`config.mk`:
```
export PLATFORM = sky130hd
export DESIGN_NAME = fir_out_capture
export DESIGN_NICKNAME = d
export VERILOG_FILES = /design/src/rtl/fir_pkg.sv /design/src/rtl/fir_cap_fifo.sv /design/src/rtl/fir_out_capture.sv
export SDC_FILE = /design/constraint.sdc
export NUM_CORES = 1
export LEC_CHECK = 0
export ABC_AREA = 1
export CAP_MARGIN = 40
export CORE_MARGIN = 2
export CORE_UTILIZATION = 55
export CTS_CLUSTER_SIZE = 16
export DETAILED_ROUTE_END_ITERATION = 8
export PLACE_DENSITY = 0.77
export SLEW_MARGIN = 15
export SYNTH_ARGS = -nofsm -noshare
export SYNTH_HDL_FRONTEND = slang
export SYNTH_SLANG_ARGS = --single-unit
export TNS_END_PERCENT = 30
```
`constraint.sdc`:
```
create_clock -name clk -period 3.2 [get_ports clk]
set_clock_uncertainty 0.15 [all_clocks]
set_input_delay 0.32 -clock clk [delete_from_list [all_inputs] [get_ports clk]]
set_output_delay 0.32 -clock clk [all_outputs]
set_load 0.01 [all_outputs]
```
`src/rtl/fir_pkg.sv`:
```
`default_nettype none
// ============================================================================
//  Module  : fir_pkg
//  Purpose : Shared defaults and helpers for the FIR output capture block:
//            default sample width, tap count, FIFO depth, accumulator width
//            and the signed saturation limits for a given output width.
//  Rev     : 1.0  initial release
// ============================================================================
package fir_pkg;

    localparam int BIT_PREC = 8;
    localparam int TAPS     = 4;
    localparam int DEPTH    = 8;

    // Accumulator width of a TAPS-tap filter with BIT_PREC-bit samples/coeffs.
    function automatic int acc_width(input int bit_prec, input int taps);
        return 2 * bit_prec + taps - 1;
    endfunction

    localparam int ACC_W = acc_width(BIT_PREC, TAPS);

    // Largest representable signed value of a bit_prec-bit sample.
    function automatic longint sat_hi(input int bit_prec);
        return (longint'(1) <<< (bit_prec - 1)) - 1;
    endfunction

    // Smallest representable signed value of a bit_prec-bit sample.
    function automatic longint sat_lo(input int bit_prec);
        return -(longint'(1) <<< (bit_prec - 1));
    endfunction

endpackage : fir_pkg
`default_nettype wire

```
`src/rtl/fir_cap_fifo.sv`:
```
`default_nettype none
// ============================================================================
//  Module  : fir_cap_fifo
//  Purpose : Synchronous FIFO with a combinational head read. Pointers carry
//            one extra wrap bit so full and empty are distinguished without
//            a separate counter. A push while full is accepted only when a
//            pop happens in the same cycle; otherwise it is ignored.
//  Ports   : clk, rst         - clock, synchronous active-high reset
//            push, push_data  - write request and data
//            pop              - remove head (ignored while empty)
//            pop_data         - current head entry (valid while !empty)
//            full, empty      - occupancy status
//  Rev     : 1.0  initial release
// ============================================================================
module fir_cap_fifo #(
    parameter int WIDTH = 8,
    parameter int DEPTH = 8
) (
    input  logic             clk,
    input  logic             rst,
    input  logic             push,
    input  logic [WIDTH-1:0] push_data,
    input  logic             pop,
    output logic [WIDTH-1:0] pop_data,
    output logic             full,
    output logic             empty
);

    localparam int AW = $clog2(DEPTH);

    logic [WIDTH-1:0] r_mem [DEPTH];
    logic [AW:0]      r_wr_ptr;
    logic [AW:0]      r_rd_ptr;
    logic             w_do_push;
    logic             w_do_pop;

    assign empty = (r_wr_ptr == r_rd_ptr);
    assign full  = (r_wr_ptr[AW] != r_rd_ptr[AW]) &&
                   (r_wr_ptr[AW-1:0] == r_rd_ptr[AW-1:0]);

    assign w_do_pop  = pop & ~empty;
    // A pop in the same cycle frees the slot the push needs.
    assign w_do_push = push & (~full | w_do_pop);

    assign pop_data = r_mem[r_rd_ptr[AW-1:0]];

    always_ff @(posedge clk) begin
        if (rst) begin
            r_wr_ptr <= '0;
            r_rd_ptr <= '0;
        end else begin
            if (w_do_push) begin
                r_wr_ptr <= r_wr_ptr + {{AW{1'b0}}, 1'b1};
            end
            if (w_do_pop) begin
                r_rd_ptr <= r_rd_ptr + {{AW{1'b0}}, 1'b1};
            end
        end
    end

    // Storage needs no reset: entries are only visible between the pointers.
    always_ff @(posedge clk) begin
        if (w_do_push) begin
            r_mem[r_wr_ptr[AW-1:0]] <= push_data;
        end
    end

endmodule : fir_cap_fifo
`default_nettype wire

```
`src/rtl/fir_out_capture.sv`:
```
`default_nettype none
// ============================================================================
//  Module  : fir_out_capture
//  Purpose : Captures the FIR accumulator output, requantises it (round half
//            up, arithmetic shift right by SHIFT), saturates it to BIT_PREC
//            bits and queues it in an output FIFO with a valid/ready port.
//            A sample arriving while the FIFO is full with no pop is dropped
//            and the sticky ovf flag is raised.
//  Ports   : clk, rst          - clock, synchronous active-high reset
//            fir_en, out_wave  - accumulator output and its qualifier
//            m_valid, m_ready  - output handshake
//            m_data            - requantised sample at FIFO head
//            ovf               - sticky overflow (sample dropped)
//            sat_cnt, drop_cnt - saturation / drop statistics (optional)
//  Config  : define FIR_CAP_STATS_EN to add sat_cnt and drop_cnt.
//  Rev     : 1.0  initial release
// ============================================================================
module fir_out_capture #(
    parameter int BIT_PREC = fir_pkg::BIT_PREC,
    parameter int TAPS     = fir_pkg::TAPS,
    parameter int SHIFT    = BIT_PREC - 1,
    parameter int DEPTH    = fir_pkg::DEPTH
) (
    input  logic                                          clk,
    input  logic                                          rst,
    input  logic                                          fir_en,
    input  logic [fir_pkg::acc_width(BIT_PREC, TAPS)-1:0] out_wave,
    output logic                                          m_valid,
    input  logic                                          m_ready,
    output logic [BIT_PREC-1:0]                           m_data,
    output logic                                          ovf
`ifdef FIR_CAP_STATS_EN
    ,
    output logic [15:0]                                   sat_cnt,
    output logic [15:0]                                   drop_cnt
`endif
);

    localparam int ACC_W = fir_pkg::acc_width(BIT_PREC, TAPS);
    localparam int XW    = ACC_W + 1;

    // Rounding constant is half an LSB of the result; zero when SHIFT is 0.
    localparam logic signed [XW-1:0] c_rnd    = XW'((longint'(1) <<< SHIFT) >>> 1);
    localparam logic signed [XW-1:0] c_sat_hi = XW'(fir_pkg::sat_hi(BIT_PREC));
    localparam logic signed [XW-1:0] c_sat_lo = XW'(fir_pkg::sat_lo(BIT_PREC));

    logic signed [XW-1:0]  w_ext;
    logic signed [XW-1:0]  w_sum;
    logic signed [XW-1:0]  w_shr;
    logic                  w_over_hi;
    logic                  w_under_lo;
    logic [BIT_PREC-1:0]   w_q;

    logic                  r_s1_valid;
    logic [BIT_PREC-1:0]   r_s1_data;
    logic                  r_ovf;

    logic                  w_full;
    logic                  w_empty;
    logic                  w_pop;
    logic                  w_drop;

    // ---------------------------------------------------------------------
    // Requantisation: one extra bit of headroom keeps the rounding add from
    // wrapping at the positive end of the accumulator range.
    // ---------------------------------------------------------------------
    assign w_ext      = {out_wave[ACC_W-1], out_wave};
    assign w_sum      = w_ext + c_rnd;
    assign w_shr      = w_sum >>> SHIFT;
    assign w_over_hi  = (w_shr > c_sat_hi);
    assign w_under_lo = (w_shr < c_sat_lo);

    always_comb begin
        w_q = w_shr[BIT_PREC-1:0];
        if (w_over_hi) begin
            w_q = c_sat_hi[BIT_PREC-1:0];
        end else if (w_under_lo) begin
            w_q = c_sat_lo[BIT_PREC-1:0];
        end
    end

    // ---------------------------------------------------------------------
    // Stage 1 register
    // ---------------------------------------------------------------------
    always_ff @(posedge clk) begin
        if (rst) begin
            r_s1_valid <= 1'b0;
            r_s1_data  <= '0;
        end else begin
            r_s1_valid <= fir_en;
            if (fir_en) begin
                r_s1_data <= w_q;
            end
        end
    end

    // ---------------------------------------------------------------------
    // Stage 2: output FIFO
    // ---------------------------------------------------------------------
    assign m_valid = ~w_empty;
    assign w_pop   = m_valid & m_ready;
    assign w_drop  = r_s1_valid & w_full & ~w_pop;

    fir_cap_fifo #(
        .WIDTH (BIT_PREC),
        .DEPTH (DEPTH)
    ) u_fifo (
        .clk       (clk),
        .rst       (rst),
        .push      (r_s1_valid),
        .push_data (r_s1_data),
        .pop       (w_pop),
        .pop_data  (m_data),
        .full      (w_full),
        .empty     (w_empty)
    );

    always_ff @(posedge clk) begin
        if (rst) begin
            r_ovf <= 1'b0;
        end else if (w_drop) begin
            r_ovf <= 1'b1;
        end
    end

    assign ovf = r_ovf;

`ifdef FIR_CAP_STATS_EN
    // ---------------------------------------------------------------------
    // Statistics: saturation is counted while the sample sits in stage 1.
    // ---------------------------------------------------------------------
    logic        r_s1_sat;
    logic [15:0] r_sat_cnt;
    logic [15:0] r_drop_cnt;

    always_ff @(posedge clk) begin
        if (rst) begin
            r_s1_sat   <= 1'b0;
            r_sat_cnt  <= '0;
            r_drop_cnt <= '0;
        end else begin
            r_s1_sat <= fir_en & (w_over_hi | w_under_lo);
            if (r_s1_valid && r_s1_sat && (r_sat_cnt != 16'hFFFF)) begin
                r_sat_cnt <= r_sat_cnt + 16'd1;
            end
            if (w_drop && (r_drop_cnt != 16'hFFFF)) begin
                r_drop_cnt <= r_drop_cnt + 16'd1;
            end
        end
    end

    assign sat_cnt  = r_sat_cnt;
    assign drop_cnt = r_drop_cnt;
`endif

endmodule : fir_out_capture
`default_nettype wire

```
==> deck_impl_summary.md <==
Flow Results at a Glance

Pwr
  – Leak: 1.555 nW
  – Power Dens Cells: 551.2 nW/um2
  – Cell internal pwr: 1.751 mW
  – Comb power frac: 0.179
  – Psw: 0.6233 mW
  – Pwr Total: 2.374 mW
  – Sequential Power Share: 0.528
  – VDD IR-drop max: 0.2672 mV

Cells and area
  – Logic area: 1276 um2
  – Fillers: 540
  – Register Area: 2342 um2
  – Fraction of layout cells with a size suffix above 1: 0.09639

Worst setup path
  – Critical path startpoint category: flip-flop
  – CP Cell Sequence: inv_1 -> o21ai_0 -> o22ai_1 -> nor2_1 -> a31oi_1 -> clkdlybuf4s50_1
  – Data arrival, critical path: 2320 ps
  – Bufs and invs on worst path: 2

Clocking
  – CTS Root Cell: clkbuf_8
  – Largest buffer count on any clock path: 2
  – H-tree depth: 3
  – TritonCTS clock tree: done
  – Number of post-CTS setup repair buffers: 0
  – Hold_buf cts: 0
  – Clock sink count: 85
  – Worst-path clk slew: 70 ps
  – Worst skew pair latency: 350 ps

Min path
  – Hold crit path type: flip-flop to flip-flop

Global routing
  – Largest net degree at the start of global routing: 33
  – Congestion Overflow GR: 0
  – First-pass GRT wire length: 11.96 mm
  – Vias in the first global route: 2,640
  – Initial antenna violation count: 0

Drt
  – Routed Antenna Nets: 0
  – Initial DRC count: 308

Logic synthesis
  – XOR/XNOR share of the synthesized area: 0.02336
  – Distinct lib cells: 27
  – Synth Cell Area: 3750 um2
  – Cell area leaders: edfxtp_1 51%, dfxtp_1 11%, nor2_1 9.3%
  – Avg Cell Area, Syn: 9.973 um2
  – Synth Seq Share: 0.6246
  – Syn Nets: 402
  – Mux share: 0
  – FFs w/ async S/R, synth: 0
  – Ys flop type: edfxtp_1
  – Complex Gates by Area: 0.1084
  – Syn Inst Count: 376
  – Adder share: 0.01001
  – Simple Share, Synth: 0.1985
  – Ys cells: 376

STA
  – Least-Margin Pin Slew: 759.1 ps
  – Fin Setup TNS: 0 ps
  – Relative slew slack: 0.4921
  – Period Utilization, post-route: 0.8710
  – Final hold slack: 312.0 ps
  – Max Freq: 0.3588 GHz
  – Fin crit period: 2787 ps

Floorplanning
  – Site Rows: 30
  – Die span in y: 86.57 um
  – Chip area: 7494 um2
  – Core outline area: 6681 um2
  – DIE WIDTH: 86.57 um

Placement
  – Final Wtd Congestion: 0.7929
  – Area post-placement: 4125 um2
  – Post-DP HPWL: 4.801 mm

Flow run
  – Tool Warnings: 32

Status
  – Status: completed
-- logic make-up after synthesis --
kind of cell / after synthesis
xor gates and xnor gates: 10
DFF: 85
and+or+nand+nor: 169
adders and majority gates: 3
AOI/OAI and AO/OA: 75
buffers and inverters: 34
-- worst register-to-register path: stages (launching register included) --
cell and delay (ps):
dfxtp_1 410, xor2_1 170, nor2_1 90, nand2_1 60, nand2_1 120, inv_1 100
nand2_1 130, nor2_1 610
-- final timing paths --
kind,startpoint,to,cells past startpoint
max,flip-flop,m_data[3],6
min,ovf,ovf,2
min reg2reg,ovf,ovf,2
max reg2reg,u_fifo.r_wr_ptr[2],u_fifo.r_mem[4][2],7
-- metrics by stage --
| step | instances | setup WS [ps] |
|---|---|---|
| finish | 495 | 412.9 |
| global route | 495 | 241.1 |
| CTS | 495 | 414.2 |
| detailed placement | 479 | 798.1 |
| global placement | 479 | 828.4 |
| floorplan | 376 | 1157 |
-- placed cells by master, fill, tap and decap left out, types with 3 or more instances in the layout --
cell / count
nor2_1: 93
edfxtp_1: 64
o21ai_0: 44
nand2_1: 42
clkdlybuf4s50_1: 26
inv_1: 21
dfxtp_1: 21
a21oi_1: 14
nand3_1: 11
clkbuf_8: 9
o22ai_1: 8
a31oi_1: 8
buf_4: 8
xnor2_1: 7
nand2_2: 7
nor2_2: 5
clkinv_1: 4
xor2_1: 3
nor2_4: 3
nand4_1: 3
ha_1: 3
-- layer usage --
metal | vias up | part of all wire
li1 | 1354 | -
met1 | 1204 | 0.44
met2 | 78 | 0.49
met3 | 13 | 0.045
met4 | 0 | 0.019
met5 | - | 0
-- registers in the layout, summed over array words and instances (netlist names), named ones only --
name and cells:
u_fifo.r_rd_ptr 4, u_fifo.r_mem 64, r_s1_valid 1, r_s1_data 8, ovf 1, u_fifo.r_wr_ptr 4
-- power groups by stage --
stage | logic (mW) | registers, mW | clock network [mW]
finish | 0.424 | 1.25 | 0.697
global route | 0.468 | 1.26 | 0.758
floorplan | 0.253 | 1.27 | 0
CTS | 0.428 | 1.25 | 0.710
global placement | 0.410 | 1.27 | 0
detailed placement | 0.425 | 1.28 | 0
-- layout make-up --
class / instances / area share
clock buffers: 10 / 0.02963
clock inverters: 6 / 0.01249
inverters: 23 / 0.02005
multi-input cells: 257 / 0.2963
well taps: 80 / 0.02324
repair buffers: 34 / 0.07438
flip-flops and latches: 85 / 0.5439
Fig. 1: metal 1
Scale bar: 20 um. Supply wires on this layer in grey.
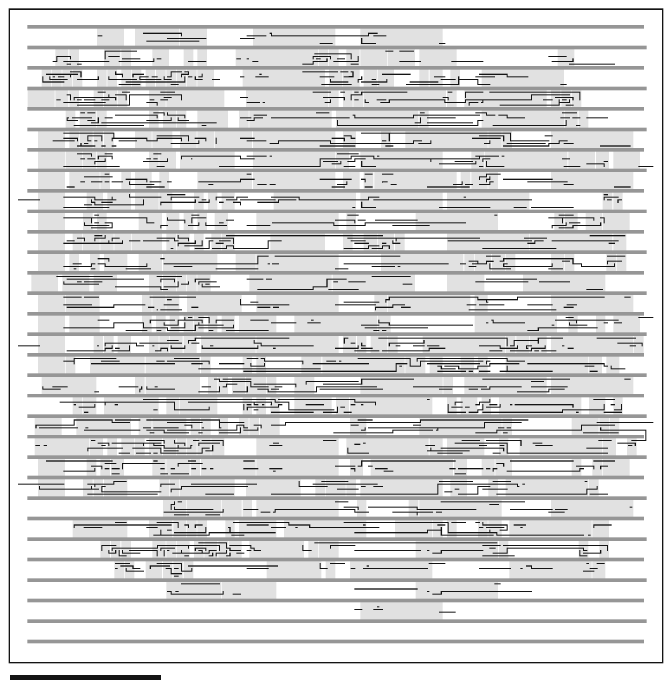
395 nets have wire on it. The longest straight run is 24.1 um. The layer holds 44% of the routed length.
M1 GR Usage: 0.2450
Total Wirelength: 7.302 mm
Vias: 2,649

Fig. 2: sequential cells coloured by netlist name
Scale bar: 20 um. Other sequential cells in the stronger grey, the rest of the logic in the fainter grey.
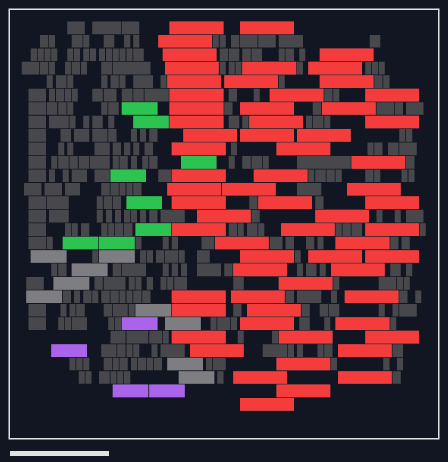
Red shows u_fifo.r_mem, placed flops 64. Green shows r_s1_data, placed flops 8. Purple shows u_fifo.r_rd_ptr, placed flops 4.
Another 9 sequential cells are not coloured.

Fig. 3: routing congestion map
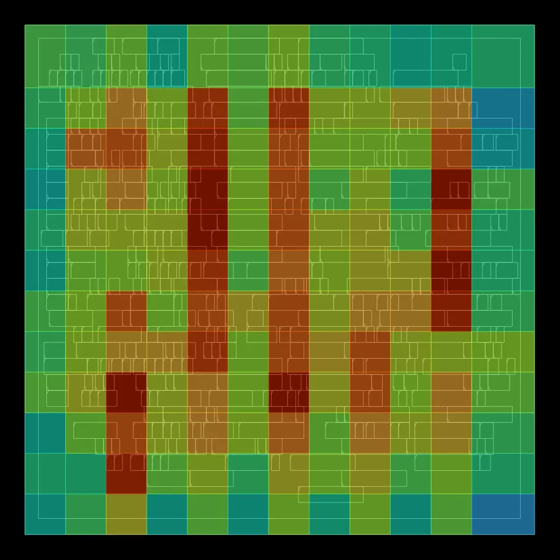
Tot GR Track Use: 0.2116
post-layout util: 0.6446
drt wl/cell: 14.75 um
met2 usage: 0.3755

Fig. 4: nets reached from selected ports
Scale bar: 20 um.
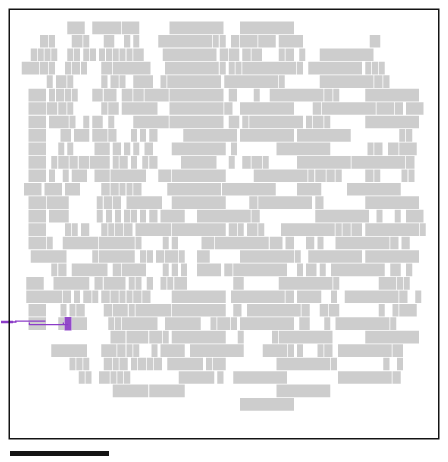
Purple shows m_valid, direction output, edge west, end cells 1, buffers 1, wire 15.3 um.
num ports: 33
Buffers on Ports: 26

Power and IR drop assume default switching activity.
